--- src/rtl/spi_slave_pkg.sv ---
// Shared SPI definitions: state encoding and default geometry, common to the SPI endpoints.
package spi_slave_pkg;

    localparam int SPI_DATA_W      = 8;
    localparam int SPI_SYNC_STAGES = 2;

    typedef enum logic {
        SPI_IDLE   = 1'b0,
        SPI_ACTIVE = 1'b1
    } spi_state_t;

endpackage

--- src/rtl/spi_slave_sync_edge.sv ---
// Multi-stage synchroniser for an asynchronous pin with single-cycle rise/fall pulses.
module spi_sync_edge #(
    parameter int   STAGES    = 2,
    parameter logic RESET_VAL = 1'b0
) (
    input  logic clk,
    input  logic rst,
    input  logic d,
    output logic rise,
    output logic fall
);

    logic [STAGES-1:0] sync;
    logic              prev;

    always_ff @(posedge clk or posedge rst) begin
        if (rst) begin
            sync <= {STAGES{RESET_VAL}};
            prev <= RESET_VAL;
        end else begin
            sync <= {sync[STAGES-2:0], d};
            prev <= sync[STAGES-1];
        end
    end

    assign rise = sync[STAGES-1] & ~prev;
    assign fall = ~sync[STAGES-1] & prev;

endmodule

--- src/rtl/spi_slave.sv ---
// SPI mode-0 slave: oversampled pins, byte deserialiser on mosi, buffered byte serialiser on miso.
// Optional sticky underrun/abort status when SPI_SLAVE_STATUS_EN is defined.
//
// state      | meaning
// SPI_IDLE   | cs high, miso held 0, waiting for synced cs falling edge
// SPI_ACTIVE | frame in progress, shifting on synced sck edges until cs rises
module spi_slave
    import spi_slave_pkg::*;
#(
    parameter int DATA_W      = SPI_DATA_W,
    parameter int SYNC_STAGES = SPI_SYNC_STAGES
) (
    input  logic              clk,
    input  logic              rst,
    input  logic              sck,
    input  logic              cs,
    input  logic              mosi,
    output logic              miso,
    input  logic [DATA_W-1:0] tx_data,
    input  logic              tx_load,
    output logic              tx_ready,
    output logic [DATA_W-1:0] rx_data,
    output logic              rx_valid,
    output logic              busy
`ifdef SPI_SLAVE_STATUS_EN
    ,
    input  logic              status_clr,
    output logic [1:0]        status
`endif
);

    localparam int                CNT_W    = $clog2(DATA_W);
    localparam logic [CNT_W-1:0]  LAST_BIT = CNT_W'(DATA_W - 1);
    localparam logic [DATA_W-1:0] FILL     = {DATA_W{1'b1}};

    spi_state_t             state;
    logic                   sck_rise, sck_fall, cs_rise, cs_fall;
    logic [SYNC_STAGES-1:0] mosi_sync;
    logic                   mosi_s;
    logic [CNT_W-1:0]       bit_cnt;
    logic [DATA_W-2:0]      rx_shift;
    logic [DATA_W-1:0]      tx_shift, tx_shift_next, tx_buf, reload_val;
    logic                   frame_start, frame_end, word_reload, tx_accept;

    spi_sync_edge #(.STAGES(SYNC_STAGES), .RESET_VAL(1'b0)) u_sck_sync (
        .clk  (clk),
        .rst  (rst),
        .d    (sck),
        .rise (sck_rise),
        .fall (sck_fall)
    );

    spi_sync_edge #(.STAGES(SYNC_STAGES), .RESET_VAL(1'b1)) u_cs_sync (
        .clk  (clk),
        .rst  (rst),
        .d    (cs),
        .rise (cs_rise),
        .fall (cs_fall)
    );

    // mosi gets the same depth as sck so the sampled bit lines up with the detected edge
    always_ff @(posedge clk or posedge rst) begin
        if (rst) mosi_sync <= '0;
        else     mosi_sync <= {mosi_sync[SYNC_STAGES-2:0], mosi};
    end
    assign mosi_s = mosi_sync[SYNC_STAGES-1];

    always_comb begin
        frame_start   = (state == SPI_IDLE) && cs_fall;
        frame_end     = (state == SPI_ACTIVE) && cs_rise;
        word_reload   = (state == SPI_ACTIVE) && !cs_rise && sck_fall && (bit_cnt == '0);
        reload_val    = tx_ready ? FILL : tx_buf;
        tx_accept     = tx_load && tx_ready;
        tx_shift_next = tx_shift;
        if (frame_start || word_reload)
            tx_shift_next = reload_val;
        else if ((state == SPI_ACTIVE) && !cs_rise && sck_fall)
            tx_shift_next = {tx_shift[DATA_W-2:0], 1'b1};
    end

    always_ff @(posedge clk or posedge rst) begin
        if (rst) begin
            state    <= SPI_IDLE;
            busy     <= 1'b0;
            miso     <= 1'b0;
            bit_cnt  <= '0;
            rx_shift <= '0;
            rx_data  <= '0;
            rx_valid <= 1'b0;
            tx_shift <= FILL;
            tx_buf   <= '0;
            tx_ready <= 1'b1;
        end else begin
            rx_valid <= 1'b0;
            tx_shift <= tx_shift_next;
            // a load coinciding with a reload wins: the reload already took the old contents
            if (tx_accept) begin
                tx_buf   <= tx_data;
                tx_ready <= 1'b0;
            end else if (frame_start || word_reload) begin
                tx_ready <= 1'b1;
            end
            case (state)
                SPI_IDLE: begin
                    if (cs_fall) begin
                        state   <= SPI_ACTIVE;
                        busy    <= 1'b1;
                        bit_cnt <= '0;
                        miso    <= tx_shift_next[DATA_W-1];
                    end
                end
                SPI_ACTIVE: begin
                    if (frame_end) begin
                        state   <= SPI_IDLE;
                        busy    <= 1'b0;
                        bit_cnt <= '0;
                        miso    <= 1'b0;
                    end else begin
                        miso <= tx_shift_next[DATA_W-1];
                        if (sck_rise) begin
                            rx_shift <= {rx_shift[DATA_W-3:0], mosi_s};
                            if (bit_cnt == LAST_BIT) begin
                                rx_data  <= {rx_shift, mosi_s};
                                rx_valid <= 1'b1;
                                bit_cnt  <= '0;
                            end else begin
                                bit_cnt <= bit_cnt + 1'b1;
                            end
                        end
                    end
                end
                default: state <= SPI_IDLE;
            endcase
        end
    end

`ifdef SPI_SLAVE_STATUS_EN
    logic [1:0] status_q;
    logic [1:0] status_set;

    always_comb begin
        status_set[0] = (frame_start || word_reload) && tx_ready;
        status_set[1] = frame_end && (bit_cnt != '0);
    end

    always_ff @(posedge clk or posedge rst) begin
        if (rst) status_q <= 2'b00;
        else     status_q <= (status_clr ? 2'b00 : status_q) | status_set;
    end
    assign status = status_q;
`endif

endmodule

--- config.mk ---
export PLATFORM = sky130hd
export DESIGN_NAME = spi_slave
export DESIGN_NICKNAME = d
export VERILOG_FILES = /design/src/rtl/spi_slave_pkg.sv /design/src/rtl/spi_slave_sync_edge.sv /design/src/rtl/spi_slave.sv
export SDC_FILE = /design/constraint.sdc
export NUM_CORES = 1
export LEC_CHECK = 0
export CORE_MARGIN = 4
export CORE_UTILIZATION = 25
export DETAILED_ROUTE_END_ITERATION = 12
export SYNTH_ARGS = -nofsm -noshare
export SYNTH_HDL_FRONTEND = slang
export SYNTH_SLANG_ARGS = --single-unit
--- constraint.sdc ---
create_clock -name clk -period 1.9 [get_ports clk]
set_clock_uncertainty 0.2 [all_clocks]
set_input_delay 0.19 -clock clk [delete_from_list [all_inputs] [get_ports clk]]
set_output_delay 0.19 -clock clk [all_outputs]
set_load 0.005 [all_outputs]
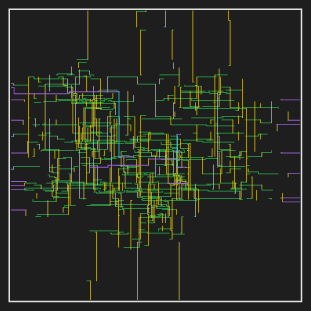
**Above:** run 1 (routed metal, one colour a layer).
Drawn at 3 px/um.
layer	colour	wire length
metal 1	green	1,610 um
metal 2	yellow	1,570 um
metal 4	cyan	32.6 um
metal 3	purple	160 um
WL/cell: 11.4 um
DRT Wirelength: 3370 um

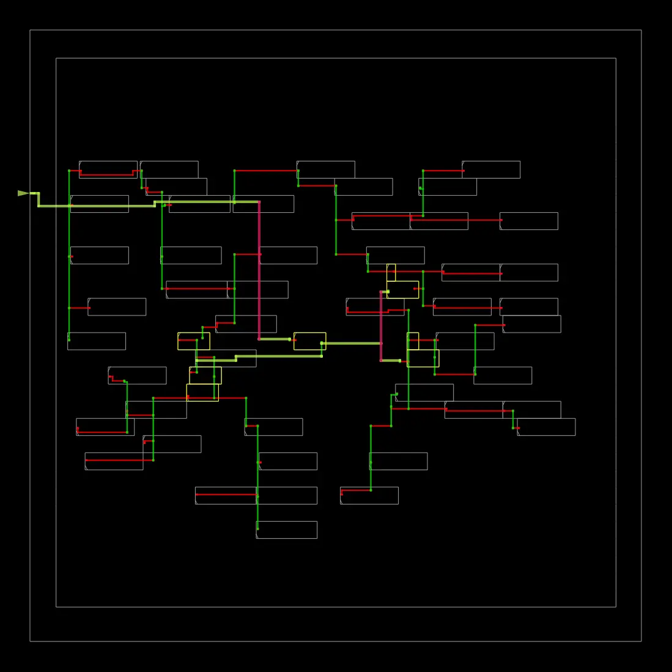
**Above:** run 1 (the clock network).
Clock Buffer Count: 7
flop count: 47
Latency at later pin: 290 ps

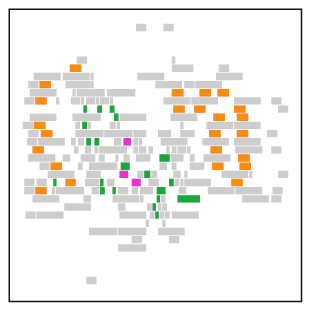
**Above:** run 1 (logic cells by family).
Drawn at 3 px/um.
family	colour	cells
non-inverting ao/oa cells	magenta	3
nand cells	green	20
mux cells	orange	24

[run 1: cell type report]
class	instances	area (um2)
clock buffer	7	86.3
clock inverter	1	5.00
fill	802	5240
inverter	10	37.5
multi-input combinational	97	726
sequential	47	1190
tap	102	128
timing repair buffer	32	315
[run 1: Yosys cell counts]
master,number
a211o_1,1
a211oi_1,1
a21boi_0,1
a21o_1,1
a21oi_1,9
a221oi_1,1
a222oi_1,1
a31o_2,1
a31oi_1,4
and3_1,1
and4b_1,1
buf_2,1
buf_4,1
buf_6,1
clkbuf_1,3
dfrtp_1,35
dfstp_2,12
ha_1,3
inv_1,10
mux2_2,23
mux2i_1,1
nand2_1,7
nand2b_1,2
nand3_1,8
nand3_2,1
nand4_2,1
nand4b_1,1
nor2_1,12
nor2b_1,3
nor3b_1,1
nor3b_2,1
o211ai_1,1
o21ai_0,7
o221ai_1,3
[run 1: path summary, 6_finish.rpt]
check                                endpoint
max in group asynchronous            tx_ready
setup reg to reg                  tx_shift[7]
min in group clk            u_cs_sync.sync[0]
hold / removal                   mosi_sync[0]
setup / recovery                  tx_shift[7]
hold reg to reg            u_sck_sync.sync[1]
[run 1: stage by stage]
stage / setup WS (ps) / power (mW)
finish: 123 / 2.60
global route: 33.2 / 2.79
CTS: 8.81 / 2.63
detailed placement: 4.21 / 2.02
global placement: 49.8 / 2.00
floorplan: 237 / 1.83
[run 1: per-layer routing]
metal | part of all wire, % | track usage, %
met3 | 4.7 | 2.45
met5 | 0 | 0
met2 | 47 | 11.9
met1 | 48 | 9.68
met4 | 0.95 | 1.94
[run 1: placed cells by master, fill, tap and decap left out, drive strengths merged]
cell           netlist  layout
clkbuf               3       7
dfrtp               35      35
a21boi               1       1
nand2b               2       2
ha                   3       3
a31o                 1       1
inv                 10      10
a211oi               1       1
a221oi               1       1
nor2                12      12
a21oi                9       9
a31oi                4       4
o221ai               3       3
nor2b                3       3
nand3                9       9
nand4                1       1
and3                 1       1
mux2i                1       1
nor3b                2       2
a21o                 1       1
a222oi               1       1
clkdlybuf4s50        0      25
nand4b               1       1
buf                  3       7
nand2                7       7
clkinv               0       1
o211ai               1       1
mux2                23      23
and4b                1       1
dfstp               12      12
a211o                1       1
o21ai                7       7
[run 1: cells by family (layout without fill, tap and decap cells)]
| group | count (synthesis) | in the layout | synth area share [%] |
|---|---|---|---|
| adder cells (fa/ha/maj) | 3 | 3 | 1.90 |
| multiplexers | 24 | 24 | 13.6 |
| buffers and inverters | 16 | 50 | 3.67 |
| AND-OR/OR-AND | 31 | 31 | 9.99 |
| flip-flops | 47 | 47 | 60.2 |
| AND/OR/NAND/NOR | 39 | 39 | 10.6 |
[run 1: what timing repair did]
item                                    in CTS  in global routing
hold buffers                                 0                  0
resized                                      0                  2
buffers inserted                             0                  2
endpoints found under the setup margin       0                 13
[run 1: flip-flops by register name, indices dropped and copies added (netlist names)]
name             count
miso                 1
rx_data              8
u_cs_sync.prev       1
rx_shift             7
tx_ready             1
u_sck_sync.prev      1
tx_shift             8
bit_cnt              3
u_sck_sync.sync      2
rx_valid             1
u_cs_sync.sync       2
tx_buf               8
mosi_sync            2
busy                 1
state                1
==> job_summary.md, run 1 <==
## PnR job results

| Metric | Value |
|---|---|
| Flop pwr share | `55.7%` |
| Sw Ratio | `26.2%` |
| Setup total negative slack | `0 ps` |
| DRC Markers | `0` |
| ANT cells | `0` |
| Nature of the critical path endpoint | `flop` |
| Crit path buf inv count | `0` |
| Yosys stat area | `0.00198 mm2` |
| CTS tree | `yes` |
| Die footprint | `0.00940 mm2` |
| Maximum fanout along the worst path | `7` |
| F_max | `563 MHz` |
| Avg Cell Area, Syn | `12.4 um2` |
| Port Buffer Count | `25` |
| Synth area leader | `dfrtp_1` |
| Synth Cell Area | `0.00198 mm2` |
| Clock share of power | `23.2%` |
| Slew margin rel. | `78.4%` |
| Psw | `0.682 mW` |
| Largest net degree at the start of global routing | `48` |
| Share of layout cells above drive strength 1 | `28.4%` |
| Critical Path Start | `u_cs_sync.prev` |
| CP Data Arrival Time | `1790 ps` |
| Vias in the first global route | `1,205` |
| Power Combinational | `0.546 mW` |
| Detailed Routing Iterations Pass 1 | `4` |
| Comb pwr share | `21.0%` |
| Mapped Cells | `160` |
| First-pass GRT wire length | `5830 um` |
| Detailed-placement wirelength estimate | `2370 um` |
| LEAKAGE | `1.08 nW` |
| Clock root buffer | `clkbuf_8` |
| Tot GR Track Use | `7.45%` |
| Clock Path Buffers | `2` |
| Synth unique cells | `34` |
| RSZ-0062 raised after global routing | `no` |
| Ys flops | `47` |
| Initial antenna violation count | `0` |
| Row cnt | `32` |
| Clock Pin Slew Worst Setup and Hold Paths | `80 ps` |
| CTS H-tree lvls | `2` |
| Grt ovf | `0` |
| Area share, top type | `44.3%` |
| Final hold slack | `46.9 ps` |
| Die Y | `97.0 um` |
| Mapped Nets | `177` |
| Reg2reg start | `u_cs_sync.prev` |
| Reg2reg path depth | `4` |
| Critical Path Stages | `4` |
| Die X | `97.0 um` |
| Via-to-Cell Ratio | `4.28` |
| Pwr top | `sequential cells` |
| RePlAce Congestion | `0.743` |
| Core area | `0.00773 mm2` |
| # IOs | `26` |
| Layout Cells excl Fill | `296` |
| Max Cap Violations | `0` |
| Initial drt markers | `44` |
| Max-slew violations | `0` |
| CTS Sinks | `47` |
| DRT antenna net count | `0` |
| Slowest cell on the critical path | `dfstp_2` |
| Hold Vio Cnt, Final | `0` |
| Util after Layout | `32.2%` |
| Post-synth seq share | `60.2%` |
| Via count | `1,267` |
| Dpl cells | `286` |
| CP startpoint kind | `flop` |
| Reg2Reg Setup Slack | `120 ps` |
| Stage-log warning count | `27` |
| Nets | `210` |
| Area growth syn-to-layout | `25.8%` |
| FP Util | `25.6%` |
| Internal power | `1.92 mW` |
| Placed Area | `0.00237 mm2` |
| Status | `finished, final reports clean` |
| CP Class | `reg -> reg` |
| Worst slew pin tran | `323 ps` |
| Clk. pwr | `0.603 mW` |
| Syn. warnings | `0` |
| Top cells, area | `dfrtp_1, dfstp_2, mux2_2, a21oi_1, nor2_1` |
| CP required | `1910 ps` |
| Fin crit share | `93.5%` |
| Max incr delay on CP | `580 ps` |
| Yosys cell count | `160` |
| Total clock buffers created by CTS | `5` |
==> run 2, diff against run 1 <==
- CORE_ASPECT_RATIO: default -> 1.4
==> run 2 against run 1 <==
  * Fmax fell by 0.33%
  * Largest cell class unchanged
  * Synthesized cell count unchanged
  * Critical endpoint is now miso
  * Sequential share of layout area is 0.31 points lower
==> job_summary.md, run 2 <==
## PnR job results

| Metric | Value |
|---|---|
| Status | `finished, final reports clean` |
| Vias in the first global route | `1,382` |
| Critical Path Stages | `4` |
| Most numerous logic cell after layout | `dfrtp_1` |
| Regs by FF count | `rx_data x8, tx_buf x8, tx_shift x8` |
| Maximum fanout along the worst path | `7` |
| ANT cells | `0` |
| Mapped Nets | `177` |
| Yosys stat area | `0.00198 mm2` |
| Mapped Cells | `160` |
| Final Power | `2.64 mW` |
| Worst slew pin tran | `332 ps` |
| Reg2Reg Setup Slack | `120 ps` |
| CTS H-tree lvls | `2` |
| Share of layout cells above drive strength 1 | `28.7%` |
| Synth Flop Type | `dfrtp_1` |
| EDFF count, synth | `0` |
| Max-slew violations | `0` |
| Synth area leader | `dfrtp_1` |
| Hold Vio Cnt, Final | `0` |
| Detailed Routing Iterations Pass 1 | `4` |
| FP Util | `25.5%` |
| Fin crit share | `93.8%` |
| Die X | `83.2 um` |
| Worst Setup EP | `miso` |
| List of most frequent post-synthesis cells | `dfrtp_1, mux2_2, dfstp_2, nor2_1, inv_1` |
| Via-to-Cell Ratio | `4.36` |
| Initial drt markers | `65` |
| CP startpoint kind | `flop` |
| Die footprint | `0.00942 mm2` |
| Initial antenna violation count | `0` |
| Via count | `1,286` |
| DRC Markers | `0` |
| Count leader, synth | `dfrtp_1` |
| Yosys cell count | `160` |
| Tot GR Track Use | `8.07%` |
| Util after Layout | `32.3%` |
| Reg2reg start | `u_cs_sync.sync[1]` |
| Area share, top type | `44.3%` |
| Placed Area | `0.00237 mm2` |
| LEAKAGE | `1.08 nW` |
| # IOs | `26` |
| Nature of the critical path endpoint | `flop` |
| Crit path buf inv count | `0` |
| CP Class | `reg -> reg` |
| DRT antenna net count | `0` |
| Post-cts hold-fix buffer tally | `0` |
| Top cells, area | `dfrtp_1, dfstp_2, mux2_2, a21oi_1, nor2_1` |
| RePlAce Congestion | `0.793` |
| Register area | `0.00119 mm2` |
| Asr flop ratio synth | `100%` |
| Port Buffer Count | `25` |
| Row cnt | `38` |
| Clock root buffer | `clkbuf_8` |
| First-pass GRT wire length | `6280 um` |
| Slew margin rel. | `77.8%` |
| Core area | `0.00775 mm2` |
| Avg Cell Area, Syn | `12.4 um2` |
| Die Y | `113 um` |
| Max incr delay on CP | `640 ps` |
| Max Cap Violations | `0` |
| Syn. warnings | `0` |
| Logic area | `732 um2` |
| Total clock buffers created by CTS | `5` |
| Detailed-placement wirelength estimate | `2610 um` |
| CTS tree | `yes` |
==> run 2: cell families (layout without fill, tap and decap cells) <==
logic type / after synthesis / in the layout / synth area share, %
DFF: 47 / 47 / 60.2
and+or+nand+nor: 39 / 39 / 10.6
AOI/OAI and AO/OA: 31 / 31 / 9.99
muxes: 24 / 24 / 13.6
buffers and inverters: 16 / 51 / 3.67
adders and majority gates: 3 / 3 / 1.90
==> run 2: power by group <==
part	total [mW]	switching, mW	internal [mW]
Combinational	0.552	0.236	0.316
Sequential	1.46	0.152	1.31
Clock	0.626	0.354	0.273
==> run 2: worst min-delay path by stage <==
stage,start,endpoint,slack [ps],cells past startpoint
after global placement,u_sck_sync.sync[0],u_sck_sync.sync[1],130,0
after floorplan,cs,u_cs_sync.sync[0],-6,0
after detailed placement,u_sck_sync.sync[0],u_sck_sync.sync[1],140,0
after CTS,rst,state,30,3
final,rst,miso,30,3
after global routing,rst,miso,50,3
==> run 2: layout make-up <==
cell class                 count  area share [%]
timing repair buffer          33            12.9
clock buffer                   5            2.75
tap                          100            5.00
inverter                      10            1.50
sequential                    47            47.6
clock inverter                 3            1.10
multi-input combinational     97            29.2
==> run 2: worst reg2reg max path, stage by stage, from the launching register on <==
cell and delay [ps]:
dfstp_2 640, nor2b_1 70, a211o_1 340, a222oi_1 340
nor3b_1 90
==> run 2: timing repair <==
item / in CTS / in global routing
buffers inserted: 0 / 3
endpoints found under the setup margin: 8 / 9
pin swaps: 0 / 0
gates resized: 1 / 2
==> run 2: per-layer routing <==
metal	wire length, um	part of all wire [%]	GRT usage, %
met2	1960	55	14.7
met4	90	2.5	4.58
met1	1440	40	8.83
met3	99	2.8	1.24
met5	0	0	0
==> run 2: stage by stage <==
step	setup TNS (ps)	setup WS (ps)	cells
after floorplan	0	237	160
after global routing	0	2.65	295
final	0	117	295
after global placement	0	52.2	284
after detailed placement	-7.92	-7.92	284
after CTS	0	14.6	292
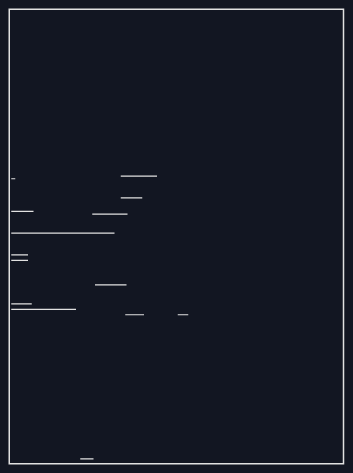
**Above:** run 2 (metal 3).
Drawn at 4 px/um.
main direction	horizontal
longest straight run	25.5 um
wire length on this layer	99.6 um
share of all routed wire	2.8%
DRT Wirelength: 3590 um
M3 GR Usage: 1.24%

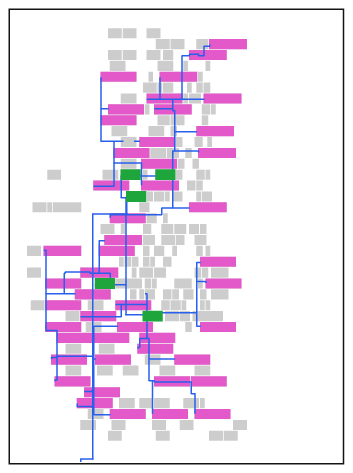
**Above:** run 2 (clock distribution).
Drawn at 4 px/um.
[clock drivers] green | count: 5
[flip-flops] magenta | count: 47
[clock wires] blue | length: 540 um
routed clock nets	6
clock share of power: 23.7%
Clk. pwr: 0.626 mW
Latency at later pin: 300 ps

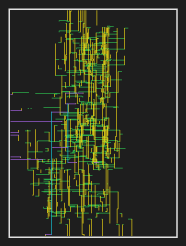
**Above:** run 2 (routed metal, one colour a layer).
Drawn at 2 px/um.
layer	colour	wire length
metal 3	purple	99.6 um
metal 4	cyan	90.4 um
metal 1	green	1,440 um
metal 2	yellow	1,960 um

No activity file was given, so power comes from the tool's default toggle rates.
